[src/rtl/wr_ptr_handler_pkg.sv]
// Shared FIFO defaults (fifo_defs) for the write- and read-side pointer handlers.
// Keep both sides built from these so their pointer widths always agree.
package wr_ptr_handler_pkg;

  localparam int DEF_PTR_WIDTH = 3;
  localparam int DEF_AF_MARGIN = 2;

endpackage

[src/rtl/wr_ptr_handler_if.sv]
// Producer-facing bus of the write pointer handler: write request, synchronised
// read pointer and overflow clear in; pointers, strobe and status flags out.
interface wr_ptr_handler_if
  import wr_ptr_handler_pkg::*;
#(
  parameter int PTR_WIDTH = DEF_PTR_WIDTH
);

  logic                 i_en;
  logic [PTR_WIDTH:0]   i_g_rd_ptr;
  logic                 i_ovf_clr;
  logic [PTR_WIDTH:0]   o_b_wr_ptr;
  logic [PTR_WIDTH:0]   o_g_wr_ptr;
  logic                 o_mem_we;
  logic                 o_full;
  logic                 o_almost_full;
  logic [PTR_WIDTH:0]   o_wr_level;
  logic                 o_overflow;

  modport master (
    output i_en, i_g_rd_ptr, i_ovf_clr,
    input  o_b_wr_ptr, o_g_wr_ptr, o_mem_we, o_full, o_almost_full, o_wr_level, o_overflow
  );

  modport slave (
    input  i_en, i_g_rd_ptr, i_ovf_clr,
    output o_b_wr_ptr, o_g_wr_ptr, o_mem_we, o_full, o_almost_full, o_wr_level, o_overflow
  );

endinterface

[src/rtl/wr_ptr_handler_gray2bin.sv]
// Combinational Gray-to-binary converter; each binary bit is the XOR of all
// Gray bits at and above it. Reusable by the read-side handler.
module gray2bin #(
  parameter int WIDTH = 4
) (
  input  logic [WIDTH-1:0] i_gray,
  output logic [WIDTH-1:0] o_bin
);

  always_comb begin
    o_bin = '0;
    for (int i = 0; i < WIDTH; i++) begin
      o_bin[i] = ^(i_gray >> i);
    end
  end

endmodule

[src/rtl/wr_ptr_handler.sv]
// Write-domain pointer handler of an async FIFO: advances binary/Gray write
// pointers and derives full, almost-full, level and sticky overflow.
module wr_ptr_handler
  import wr_ptr_handler_pkg::*;
#(
  parameter int PTR_WIDTH = DEF_PTR_WIDTH,
  parameter int AF_MARGIN = DEF_AF_MARGIN
) (
  input  logic            i_clk,
  input  logic            i_rstn,
  wr_ptr_handler_if.slave bus
);

  localparam int                 AF_THRESH_I = (1 << PTR_WIDTH) - AF_MARGIN;
  localparam logic [PTR_WIDTH:0] AF_THRESH   = AF_THRESH_I[PTR_WIDTH:0];

  logic [PTR_WIDTH:0] r_b_wr_ptr;
  logic [PTR_WIDTH:0] r_g_wr_ptr;
  logic [PTR_WIDTH:0] r_wr_level;
  logic               r_full;
  logic               r_almost_full;
  logic               r_overflow;

  logic [PTR_WIDTH:0] w_nxt_b;
  logic [PTR_WIDTH:0] w_nxt_g;
  logic [PTR_WIDTH:0] w_rd_bin;
  logic [PTR_WIDTH:0] w_lvl_nxt;
  logic [PTR_WIDTH:0] w_full_cmp;
  logic               w_mem_we;
  logic               w_full_nxt;
  logic               w_af_nxt;
  logic               w_ovf_nxt;

  gray2bin #(
    .WIDTH (PTR_WIDTH + 1)
  ) u_gray2bin (
    .i_gray (bus.i_g_rd_ptr),
    .o_bin  (w_rd_bin)
  );

  // Full when the write pointer is one lap ahead: top two Gray bits inverted.
  generate
    if (PTR_WIDTH == 1) begin : g_cmp_narrow
      assign w_full_cmp = ~bus.i_g_rd_ptr;
    end else begin : g_cmp_wide
      assign w_full_cmp = {~bus.i_g_rd_ptr[PTR_WIDTH:PTR_WIDTH-1],
                           bus.i_g_rd_ptr[PTR_WIDTH-2:0]};
    end
  endgenerate

  assign w_mem_we   = bus.i_en & ~r_full;
  assign w_nxt_b    = r_b_wr_ptr + {{PTR_WIDTH{1'b0}}, w_mem_we};
  assign w_nxt_g    = w_nxt_b ^ (w_nxt_b >> 1);
  assign w_full_nxt = (w_nxt_g == w_full_cmp);
  assign w_lvl_nxt  = w_nxt_b - w_rd_bin;
  assign w_af_nxt   = (w_lvl_nxt >= AF_THRESH);
  // Set has priority over clear so a blocked write is never lost.
  assign w_ovf_nxt  = (bus.i_en & r_full) | (r_overflow & ~bus.i_ovf_clr);

  always_ff @(posedge i_clk or negedge i_rstn) begin
    if (!i_rstn) begin
      r_b_wr_ptr    <= '0;
      r_g_wr_ptr    <= '0;
      r_wr_level    <= '0;
      r_full        <= 1'b0;
      r_almost_full <= 1'b0;
      r_overflow    <= 1'b0;
    end else begin
      r_b_wr_ptr    <= w_nxt_b;
      r_g_wr_ptr    <= w_nxt_g;
      r_wr_level    <= w_lvl_nxt;
      r_full        <= w_full_nxt;
      r_almost_full <= w_af_nxt;
      r_overflow    <= w_ovf_nxt;
    end
  end

  assign bus.o_b_wr_ptr    = r_b_wr_ptr;
  assign bus.o_g_wr_ptr    = r_g_wr_ptr;
  assign bus.o_mem_we      = w_mem_we;
  assign bus.o_full        = r_full;
  assign bus.o_almost_full = r_almost_full;
  assign bus.o_wr_level    = r_wr_level;
  assign bus.o_overflow    = r_overflow;

endmodule

[src/flat_wrapper.sv]
// flat-port wrapper written by rule: the top's interface ports become plain ports
module wr_ptr_handler_flat import wr_ptr_handler_pkg::*;
#(
  parameter int PTR_WIDTH = DEF_PTR_WIDTH,
  parameter int AF_MARGIN = DEF_AF_MARGIN
)
  (i_clk, i_rstn, bus_i_en, bus_i_g_rd_ptr, bus_i_ovf_clr, bus_o_b_wr_ptr, bus_o_g_wr_ptr, bus_o_mem_we, bus_o_full, bus_o_almost_full, bus_o_wr_level, bus_o_overflow);
  wr_ptr_handler_if #(.PTR_WIDTH(PTR_WIDTH)) bus_i ();
  input  logic i_clk;
  input  logic i_rstn;
  input wire logic [$bits(bus_i.i_en)-1:0] bus_i_en;
  input wire logic [$bits(bus_i.i_g_rd_ptr)-1:0] bus_i_g_rd_ptr;
  input wire logic [$bits(bus_i.i_ovf_clr)-1:0] bus_i_ovf_clr;
  output wire logic [$bits(bus_i.o_b_wr_ptr)-1:0] bus_o_b_wr_ptr;
  output wire logic [$bits(bus_i.o_g_wr_ptr)-1:0] bus_o_g_wr_ptr;
  output wire logic [$bits(bus_i.o_mem_we)-1:0] bus_o_mem_we;
  output wire logic [$bits(bus_i.o_full)-1:0] bus_o_full;
  output wire logic [$bits(bus_i.o_almost_full)-1:0] bus_o_almost_full;
  output wire logic [$bits(bus_i.o_wr_level)-1:0] bus_o_wr_level;
  output wire logic [$bits(bus_i.o_overflow)-1:0] bus_o_overflow;
  assign bus_i.i_en = bus_i_en;
  assign bus_i.i_g_rd_ptr = bus_i_g_rd_ptr;
  assign bus_i.i_ovf_clr = bus_i_ovf_clr;
  assign bus_o_b_wr_ptr = bus_i.o_b_wr_ptr;
  assign bus_o_g_wr_ptr = bus_i.o_g_wr_ptr;
  assign bus_o_mem_we = bus_i.o_mem_we;
  assign bus_o_full = bus_i.o_full;
  assign bus_o_almost_full = bus_i.o_almost_full;
  assign bus_o_wr_level = bus_i.o_wr_level;
  assign bus_o_overflow = bus_i.o_overflow;
  wr_ptr_handler #(.PTR_WIDTH(PTR_WIDTH), .AF_MARGIN(AF_MARGIN)) u_core (.i_clk(i_clk), .i_rstn(i_rstn), .bus(bus_i));
endmodule
[config.mk]
export PLATFORM = sky130hd
export DESIGN_NAME = wr_ptr_handler_flat
export DESIGN_NICKNAME = d
export VERILOG_FILES = /design/src/rtl/wr_ptr_handler_pkg.sv /design/src/rtl/wr_ptr_handler_if.sv /design/src/rtl/wr_ptr_handler_gray2bin.sv /design/src/rtl/wr_ptr_handler.sv /design/src/flat_wrapper.sv
export SDC_FILE = /design/constraint.sdc
export NUM_CORES = 1
export LEC_CHECK = 0
export ABC_CLOCK_PERIOD_IN_PS = 3800
export CORE_MARGIN = 1.5
export CORE_UTILIZATION = 47
export DETAILED_ROUTE_END_ITERATION = 12
export PLACE_DENSITY_LB_ADDON = 0.15
export SETUP_SLACK_MARGIN = 0.02
export SLEW_MARGIN = 0
export SYNTH_ARGS = -nofsm -noshare
export SYNTH_HDL_FRONTEND = slang
export SYNTH_SLANG_ARGS = --single-unit
[constraint.sdc]
create_clock -name i_clk -period 3.8 [get_ports i_clk]
set_input_delay 0.57 -clock i_clk [delete_from_list [all_inputs] [get_ports i_clk]]
set_output_delay 0.57 -clock i_clk [all_outputs]
set_load 0.05 [all_outputs]
==> reports/qor.log <==
qor: global_routing.global_route.overflow_total 0
qor: setup_path.crit_path_max_incr_delay 0.56 ns
qor: setup_path.rr_startpoint u_core.bus.o_full$_DFF_PN0_
qor: cts.clockRootBuffer sky130_fd_sc_hd__clkbuf_4
qor: global_routing.met3_usage 0.02586
qor: logic_synthesis.postSynthSeqShare 0.4795
qor: sta.finalHoldWorstSlack 0.5346 ns
qor: logic_synthesis.synth.cellmix.compoundShare 0.09418
qor: logic_synthesis.post_synth_num_cell_types 22
qor: final_layout.sh_seq_area 0.3518
qor: final_layout.comb.multi_input.count 37
qor: die.chipHeight 42.43 um
qor: final_layout.final.signal_buffer_count 23
qor: final_layout.num-nets-final 101
qor: die.design.die.area 0.001800 mm2
qor: global_routing.most_heavily_used_metal_layer_in_global_routing met2
qor: final_layout.num-nonclk-inverters 8
qor: final_layout.nFillCells 124
qor: logic_synthesis.synth_largest_type_area_fraction 0.4795
qor: worst_hold_path.worstHoldPathType flip-flop to flip-flop
qor: sta.worst-slew-pin-transition 0.6126 ns
qor: route.drc 0
qor: setup_path.crit_family adder cells
qor: sta.slew_violations 0
qor: final_layout.num-clock-buffers 3
qor: logic_synthesis.yosys.stat.chipArea 730.7 um2
qor: sta.max_slew_margin 0.5903
qor: logic_synthesis.post_synth_xor_area_fraction 0.2123
qor: logic_synthesis.synthDominantAreaCellType sky130_fd_sc_hd__dfrtp_1
qor: setup_path.timing.critical_path.cells clkdlybuf4s50_1 > nor2b_1 > ha_1 > ha_1 > inv_1 > fa_1 > inv_1 > a22oi_1 > o211ai_2
qor: run_status.outcome completed
qor: final_layout.comb_area 342.8 um2
qor: placed_design.post_dp_cell_area 973.4 um2
qor: job.max_cap_viol_count 0
qor: setup_path.worst_setup_start_kind input port
qor: global_routing.pin_count_of_the_biggest_net_entering_global_routing 15
qor: die.rows 14
qor: cts.maximum_buffer_depth_of_the_clock_tree 2
qor: final_layout.comb-cell-share 0.3442
qor: cts.cts-buffers-inserted 3
qor: global_routing.grt_pass1_wl 2228 um
qor: sta.grt_setup_unrepaired false
qor: logic_synthesis.logic_family XOR/XNOR gates
qor: placed_design.hpwlAfterDp 1034 um
qor: final_layout.flow.area_growth_from_synthesis 36.30%
qor: sta.max_freq 0.3684 GHz
qor: logic_synthesis.synthesis.area_per_instance 12.18 um2
qor: logic_synthesis.numSynthFlops 14
qor: sta.timing_hold_violations_final 0
qor: die.design.core.area 0.001471 mm2
qor: die.floorplanUtilization 0.4966
qor: cts.cts_resized 0
qor: logic_synthesis.netlist_top_cells_area sky130_fd_sc_hd__dfrtp_1 (48%), sky130_fd_sc_hd__ha_1 (8.6%), sky130_fd_sc_hd__xnor2_1 (8.4%)
qor: final_layout.layout.area.top_class flip-flops and latches
qor: cts.tritoncts done
qor: final_layout.layout.clock.cell_area_share 0.02261
qor: cts.worst_setup_hold_path_clk_slew 0.08 ns
qor: cts.cts.repair_timing.setup_buffer_count 0
qor: setup_path.criticalPathCategory input port to flip-flop
qor: job.log.warning_count 26
qor: final_layout.num_antenna_cells 0
qor: logic_synthesis.simple_gate_fraction_of_synth_area 0.04966
qor: final_layout.non_clock_buffer_area_share 0.2312
qor: logic_synthesis.synth.yosys.num_cells 60
qor: final_layout.layout.area.seq 350.3 um2
qor: logic_synthesis.synthMuxAreaShare 0
qor: setup_path.worstPathArrival 2.87 ns
qor: cts.cts_num_sinks 14
qor: sta.post-route-min-period 2.714 ns
qor: setup_path.cpMaxStageDelayCell sky130_fd_sc_hd__fa_1
qor: route.antenna_left 0
qor: final_layout.layout-drive-gt1-share 0.08235
qor: sta.timing.final.setup_violations 0
qor: worst_hold_path.worst_hold_startpoint u_core.bus.o_full$_DFF_PN0_
qor: route.drt-vias-per-instance 4.960
qor: setup_path.critical_path.endpoint_type flip-flop
qor: global_routing.via_count_of_the_first_global_routing_pass 512
qor: sta.finalCritPeriodShare 0.7143
qor: route.drt_iter0_drc 8
qor: die.floorplan.die.width 42.43 um
qor: final_layout.postLayoutCellArea 996.0 um2
qor: die.io_pins 24
qor: logic_synthesis.synth.cellmix.adderShare 0.1130
qor: logic_synthesis.syn-instance-count 60
qor: setup_path.cp.required 3.95 ns
qor: logic_synthesis.yosysWarningCount 0
qor: setup_path.crit_start bus_i_en
qor: logic_synthesis.syn-cell-area 730.7 um2
qor: route.dr.pass1.iters 4
qor: die.taps 16
qor: placed_design.number_of_i_o_port_buffers 23
qor: global_routing.antenna_violations_before_repair 0
qor: cts.cts-htree-levels 1
==> path summary, 6_finish.rpt <==
path / to / slack [ns] / cells past startpoint
setup / recovery: u_core.bus.o_almost_full$_DFF_PN0_ / 1.09 / 9
hold / removal: u_core.bus.o_overflow$_DFF_PN0_ / 0.53 / 2
setup reg to reg: u_core.bus.o_almost_full$_DFF_PN0_ / 1.52 / 8
hold reg to reg: u_core.bus.o_overflow$_DFF_PN0_ / 0.53 / 2
max in group asynchronous: u_core.bus.o_b_wr_ptr[1]$_DFF_PN0_ / 2.72 / 1
min in group asynchronous: u_core.bus.o_b_wr_ptr[2]$_DFF_PN0_ / 0.68 / 1
==> cells in the final DEF (no fill, tap or decap), drive strengths merged <==
cell type,netlist,final
a21o,1,1
a21oi,2,2
xor2,8,8
nor2b,1,1
and3,1,1
a21boi,1,1
a211o,1,1
a22oi,1,1
clkbuf,0,3
nand2,1,1
clkdlybuf4s50,0,23
xnor2,8,8
ha,5,5
inv,8,8
o211ai,1,1
dfrtp,14,14
nand3,1,1
o21ai,1,1
nor3,2,2
fa,1,1
o211a,1,1
==> sequential cells by signal (all words and copies together) (netlist names) <==
name	count
u_core.bus.o_almost_full	1
u_core.bus.o_g_wr_ptr	3
u_core.bus.o_full	1
u_core.bus.o_overflow	1
u_core.bus.o_wr_level	4
u_core.bus.o_b_wr_ptr	4
==> synth_stat cells <==
cell,number
sky130_fd_sc_hd__a211o_1,1
sky130_fd_sc_hd__a21oi_1,2
sky130_fd_sc_hd__dfrtp_1,14
sky130_fd_sc_hd__nand3_2,1
sky130_fd_sc_hd__nor3_1,2
sky130_fd_sc_hd__a21o_1,1
sky130_fd_sc_hd__inv_1,8
sky130_fd_sc_hd__fa_1,1
sky130_fd_sc_hd__buf_4,1
sky130_fd_sc_hd__o211a_1,1
sky130_fd_sc_hd__a22oi_1,1
sky130_fd_sc_hd__nor2b_1,1
sky130_fd_sc_hd__xor2_2,1
sky130_fd_sc_hd__xnor2_1,7
sky130_fd_sc_hd__xnor2_2,1
sky130_fd_sc_hd__ha_1,5
sky130_fd_sc_hd__o21ai_0,1
sky130_fd_sc_hd__a21boi_1,1
sky130_fd_sc_hd__nand2_1,1
sky130_fd_sc_hd__xor2_1,7
sky130_fd_sc_hd__o211ai_2,1
sky130_fd_sc_hd__and3_1,1
==> worst min-delay path: cells and delay by family (launching register included) <==
kind	cells	cell delay, ns
compound gates	1	0.07
flops	1	0.37
simple gates	1	0.05
==> routing by layer <==
layer | vias up | share of wire
li1 | 245 | -
met1 | 242 | 0.41
met2 | 12 | 0.55
met3 | 2 | 0.029
met4 | 0 | 0.015
met5 | - | 0
==> stage by stage <==
stage | utilization | std cells | setup WS (ns)
floorplan | - | 60 | 0.7678
global placement | 0.6616 | 98 | 0.9037
detailed placement | 0.6616 | 98 | 0.8183
CTS | 0.6769 | 101 | 1.102
global route | 0.6769 | 101 | 0.9559
finish | 0.6769 | 101 | 1.086
==> images/clocks.png <==
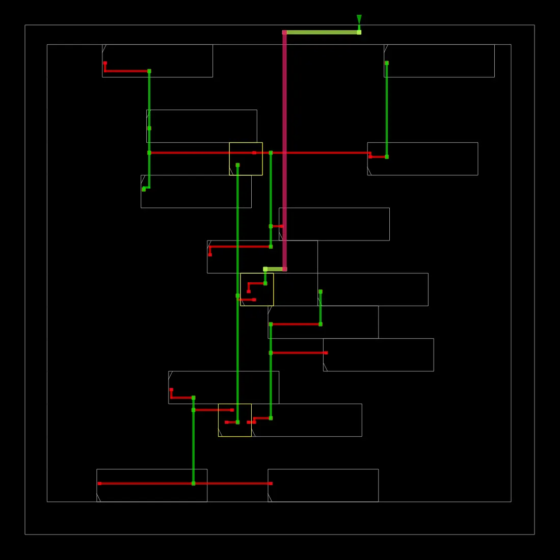
clock insertion delay at the later pin of the skew report: 0.27 ns
FF+latch count: 14

==> images/sizes.png <==
Scale bar: 10 um.
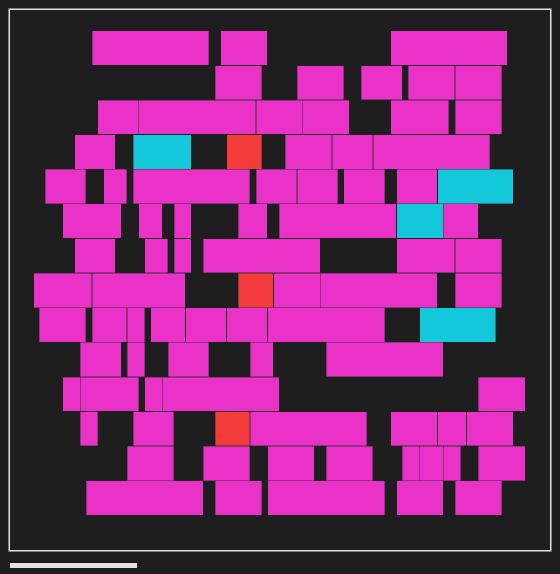
_2 cells: in cyan, cells 4. _0 and _1 cells: in magenta, cells 78, most used clkdlybuf4s50_1. _3 and _4 cells: in red, cells 3, most used clkbuf_4.

==> images/wires.png <==
Two of the layers only.
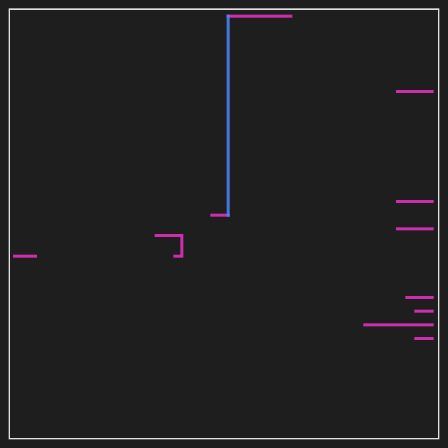
metal 3: in magenta, wire length 37.9 um. metal 4: in blue, wire length 19.7 um.
final wirelength: 1271 um
GRT Resource Usage Total: 0.1704
via count: 501
routed length per instance: 12.58 um

==> images/layer_met1.png <==
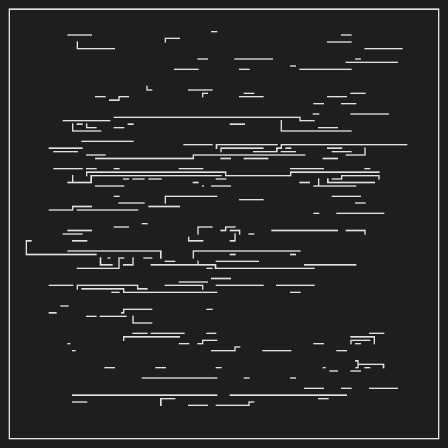
91 nets have wire on it. The wires run mostly horizontal. The layer holds 41% of the routed length. The longest straight run is 18.4 um.
met1 track demand over resource in global routing: 0.2107

==> images/layer_met2.png <==
Cells faint in the background.
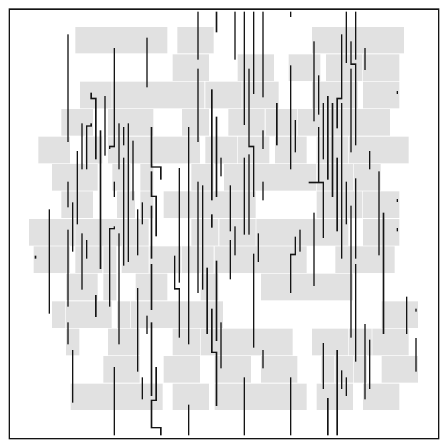
The layer carries 694 um of wire. The longest straight run is 21.4 um. The wires run mostly vertical. 88 nets have wire on it. The layer holds 55% of the routed length.
routing usage on met2: 0.2738

